**src/rtl/lfsr_err_counter.sv**
```systemverilog
// Saturating error counter with synchronous clear; clear and increment together leave a count of one.
// Latency: count reflects inc/clr one edge after they are presented.
// Backpressure: none; inc and clr are sampled every cycle.
module lfsr_err_counter #(
    parameter int W = 8
) (
    input  logic         clk,
    input  logic         reset,
    input  logic         inc,
    input  logic         clr,
    output logic [W-1:0] cnt
);

    localparam logic [W-1:0] CNT_MAX = '1;

    // Count register: clear wins over history, but the error arriving with it is kept
    always_ff @(posedge clk) begin
        if (!reset) begin
            cnt <= '0;
        end else if (clr) begin
            cnt <= inc ? W'(1) : '0;
        end else if (inc && (cnt != CNT_MAX)) begin
            cnt <= cnt + W'(1);
        end
    end

endmodule : lfsr_err_counter

```
**config.mk**
```make
export PLATFORM = sky130hd
export DESIGN_NAME = lfsr_err_counter
export DESIGN_NICKNAME = d
export VERILOG_FILES = /design/src/rtl/lfsr_err_counter.sv
export SDC_FILE = /design/constraint.sdc
export NUM_CORES = 1
export LEC_CHECK = 0
export CORE_AREA = 3 3 40 42
export CTS_BUF_LIST = sky130_fd_sc_hd__clkbuf_8
export DETAILED_ROUTE_END_ITERATION = 10
export DIE_AREA = 0 0 43 45
export GPL_TIMING_DRIVEN = 0
export SKIP_LAST_GASP = 1
export SYNTH_ARGS = -nofsm -noshare
export SYNTH_HDL_FRONTEND = slang
export SYNTH_SLANG_ARGS = --single-unit
```
**constraint.sdc**
```tcl
create_clock -name clk -period 1.25 [get_ports clk]
set_input_delay 0.3125 -clock clk [delete_from_list [all_inputs] [get_ports clk]]
set_output_delay 0.3125 -clock clk [all_outputs]
set_load 0.005 [all_outputs]
```
==> run notes, run 1 <==
Implementation progress

Per the TritonCTS log, the buffer count is 3. STA puts the critical path data arrival time at about 1400 ps. The number of sinks on the clock net stands at 8.

The adder-cell area share of the yosys netlist stands at 2.93%. The final timing report gives a worst setup slack of -20.7 ps. In this run, the clock network consumes 49.1% of the power.

Tracing the worst setup path back leads to its startpoint at cnt[0]. The switching component of the power was reported as 0.000126 W. The number of cells on the critical path stands at 4.

The checks that failed: negative setup slack. Summing the sequential cell areas from Yosys gives a little under two fifths of the chip area. The count of plain and timing-repair buffers in the layout stands at 15. The register with the most flip-flops in the layout has 8 of them. The area fraction in compound gates stands at 23.2%.

The proportion of power drawn by combinational gates stands at 8.9%. The floorplan report gives the top-level pin count as 12. Yosys reported that registers with async set or reset make up 0%. Across all stage logs, warnings added up to 29. The main area contributors are dfxtp_1, mux2i_1, o21ai_0. The cell sequence reported for the critical path is ha_4, nand4_1, o31a_1, o31a_1. The end-of-flow timing check tallies setup violations at 2. Per the CTS log, the root buffer master is clkbuf_8.

The worst hold slack across all endpoints stands at 499 ps. The top cell type by area accounts for 37.5% of the synthesized area. The worst-case headroom to the max-slew limit stands at 80.9%.

dfxtp_1 is the most common cell in the netlist. The flow ran to the end, but the final reports show violations. The final route contains 458 vias. The setup path with the least slack is of type flop to flop. Summing all flip-flop and latch instances after layout gives approximately 180 um^2. After synthesis, the most frequently instantiated cells are dfxtp_1, inv_1, nand2_1, o21ai_0, nor4_1. In the synthesized netlist, the number of instances is just under 50. The largest single stage delay on the critical path is 360 ps.

The highest metal layer carrying signal wires in the routed design is met4. The iteration count of the initial detailed-routing pass stands at 2. The global-route congestion overflow total stands at 0. The area figure in the yosys stat output stands at ~430 um^2.

Of the post-synthesis cell area, the part taken by muxes is between 4 and 5%. The worst slack after detailed placement stands at -488 ps. The met3 track demand over resource stands at 7.17%. Looking at the group totals, the largest power group turns out to be clock. TritonCTS built the clock tree.

Wires add up to 1.14 mm.
run_1/power_grid.png
Bar = 10 um. Pins as bars on the die edge. Tap cells in gray.
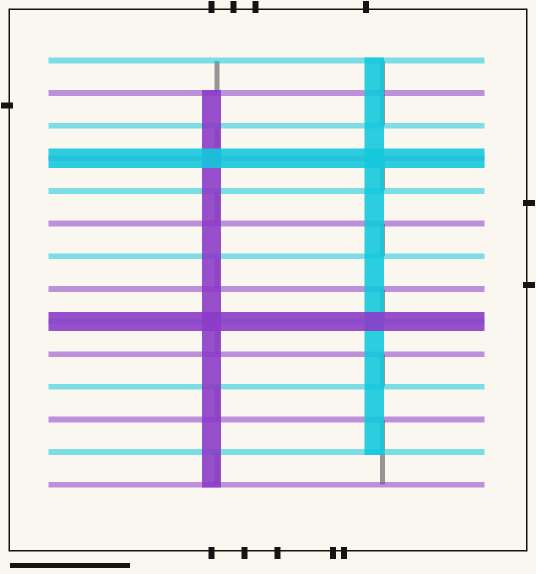
VSS: shown in purple. VDD: shown in cyan.
12 signal pins sit on the boundary. 2 straps on met4. 15 tap cells. The core has 13 rows.
Placeable Area: 1280 um^2
worst IR drop on VDD: 0.862 mV
horizontal extent of the die: 43 um

run_1/placement.png
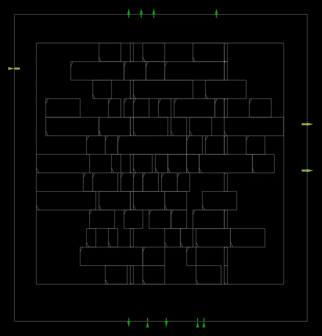
# rows: 13
Flop Count: 8
count of inserted tapcells: 15
number of cells in the finished layout apart from fillers: 82
fraction of area in registers: 25.2%

run_1/logic_types.png
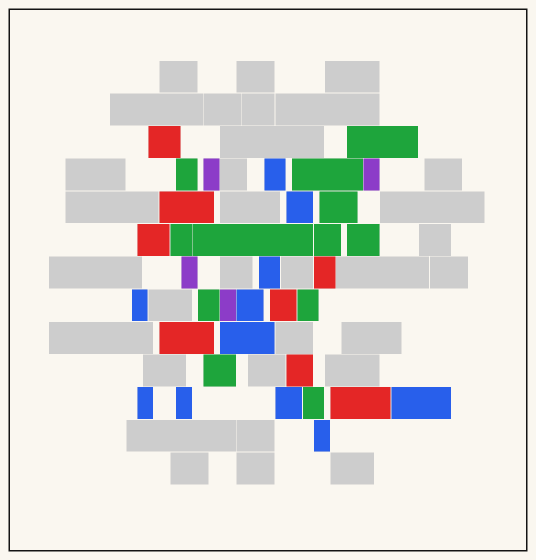
inv cells: shown in purple, cells 4, where middle. aoi and oai cells: shown in green, cells 12. nor cells: shown in red, cells 8, where middle. nand cells: shown in blue, cells 11.
combinational share of cell area: 45.5%
highest-count logic cell in the final layout: dlygate4sd2_1

run_1/cell_density.png
Bar = 10 um. 9 x 9 tiles, from white (low) to dark blue (high), 0 to 100% covered.
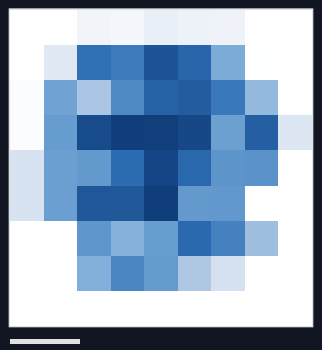
20% of the tiles are over 75% full. The mean over all tiles is 36%. The fullest tile reaches 95%. The densest ninth of the die: middle. 35% of the tiles are nearly empty. The emptiest ninth of the die: bottom left.
fin util: 55.7%
initial core utilization: 33.2%

run_1/io_fan.png
Bar = 10 um.
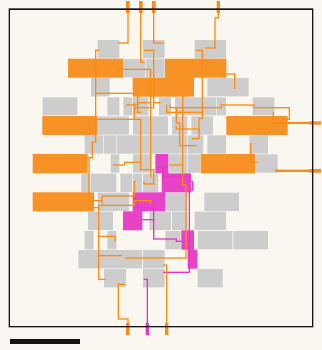

--- run 2 (diff from run 1) ---
Settings changed: SKIP_CTS_REPAIR_TIMING from default to 1.
run_2/io_fan.png
Bar = 10 um.
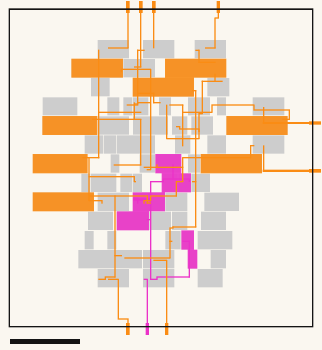
inc: shown in magenta, direction input, edge bottom, end cells 7, buffers 1, wire 44.9 um. cnt: shown in orange, direction output, edge 4 top, 2 bottom, 2 right, end cells 8, buffers 8, wire 309 um.
num ports: 12
total of buffers placed on input and output ports: 11

==> run 2 against run 1 <==
  * The run still ends with negative setup slack left
  * Synthesized cell count stayed put
  * Clock power hardly changed
  * Final cell count is 3.7% lower
  * Sequential share of layout area is 0.86 points higher
  * Critical path depth stayed put
  * Via count is 0.44% lower
  * Count of clock-buffer cells in the layout stayed put
  * Highest routed layer unchanged
==> run notes, run 2 <==
Implementation progress

The flow ran to the end, but the final reports show violations. The checks that failed: negative setup slack. The number of cells on the critical path stands at 4. The data arrival time at the worst-slack endpoint stands at around 1400 ps. The met3 track demand over resource stands at under 10%. There are 8 flip-flops and latches. The flip-flop count of the largest register, all copies and words added stands at 8. According to the tapcell log, the count of inserted taps is 15. The number of vias after detailed routing stands at 456. Wires add up to roughly 1.1 mm. The worst pin sits at a relative slew slack of between 80% and 90%. The final worst-path setup slack stands at -77.3 ps. The cell sitting at the root of the clock tree is a clkbuf_8. The share of total power dissipated in the clock network is 49.6%. Registers take 181 um^2.

The report lists the cells along the critical path as ha_4, nand4_1, o31a_1, o31a_1. The iteration count of the initial detailed-routing pass stands at 4. According to the timing report, the critical path is launched from cnt[0]. The last timing report of the flow puts the setup violation total at 2. The fraction of area in multi-input gates stands at between 40 and 50%.

Per the layout report, the design carries 12 non-clock buffers.
run_2/placement.png
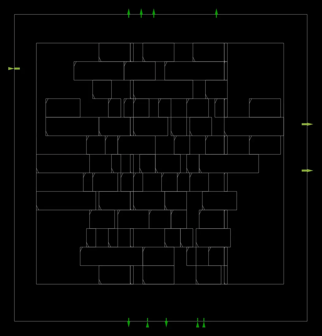
number of fill cells in the layout: 120
fraction of area in registers: 26.0%
fin util: 54.2%
number of cells in the finished layout apart from fillers: 79

run_2/cell_density.png
Bar = 10 um. 9 x 9 tiles, from white (low) to dark blue (high), 0 to 100% covered.
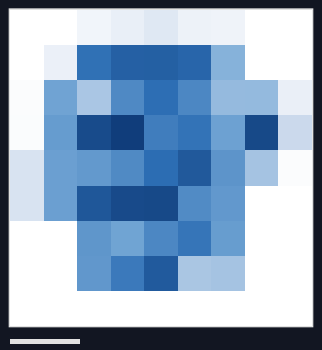

--- run 3 (diff from run 2) ---
Settings changed: ABC_AREA from default to 1.
run_3/cell_density.png
Bar = 10 um. 9 x 9 tiles, from white (low) to dark blue (high), 0 to 100% covered.
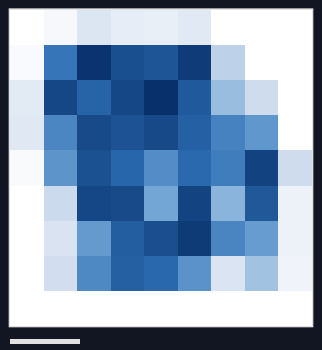
The emptiest ninth of the die: top right. The densest ninth of the die: middle. The fullest tile reaches 100%. 32% of the tiles are over 75% full.
initial core utilization: 38.3%
fin util: 65.8%

==> run 3 against run 2 <==
  * The flow still finishes with violations (negative setup slack)
  * Highest routed layer unchanged
  * Clock skew is 4.0 ps lower
  * Die area stayed put
  * Area after synthesis grew 15%
  * Sequential cell count did not move
  * Critical path depth grew 5
  * Sequential share of layout area down 4.6 points
  * Critical path type unchanged
  * Count of clock-buffer cells in the layout unchanged
==> run notes, run 3 <==
Implementation progress

The run finished, with violations left. The checks that failed: negative setup slack. The final layout contains routed wiring with a total length of between 1 and 1.5 mm. For this design, the sink count on the clock tree is 8. Per the slew report, the remaining headroom to the max-slew limit stands at 77.1%. The delay of the slowest critical-path stage stands at 350 ps. There are 8 flip-flops and latches.

The critical path in the final layout is reported with a setup slack of -46.2 ps. The tap cell instance count stands at 15. Sorting the synthesized cells by area gives the leading types as dfxtp_1, nand2_1, nand3_1. Clock tree synthesis inserted a total of 3 buffers. The flip-flop count of the largest register, all copies and words added stands at 8. The number of cells on the critical path stands at 9.

The portion of synthesized area spent on multiplexers is 0%. The final tally of setup violations stands at 6. Registers take 181 um^2. The power report puts the net switching power at 0.000181 W. The cell-mix breakdown from Yosys lists the adder-cell area share as about 2.5%.

In the synthesized netlist, the cells that appear most often are nand2_1, nor2_1, inv_1, nand3_1, dfxtp_1. The count of plain and timing-repair buffers in the layout stands at 17.
run_3/power_grid.png
Bar = 10 um. Pins as bars on the die edge. Tap cells in gray.
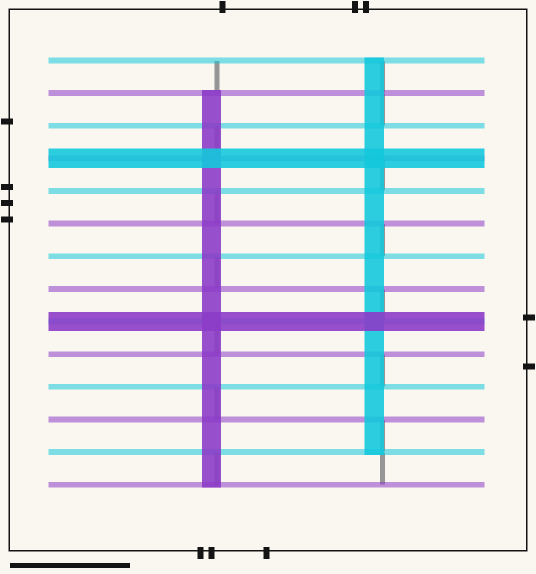
VSS: shown in purple. VDD: shown in cyan.
14 met1 rails follow the rows. The core has 13 rows.
vertical die size: 45 um
worst IR drop on VDD: 0.641 mV

Power is estimated from default activity; no workload was simulated.
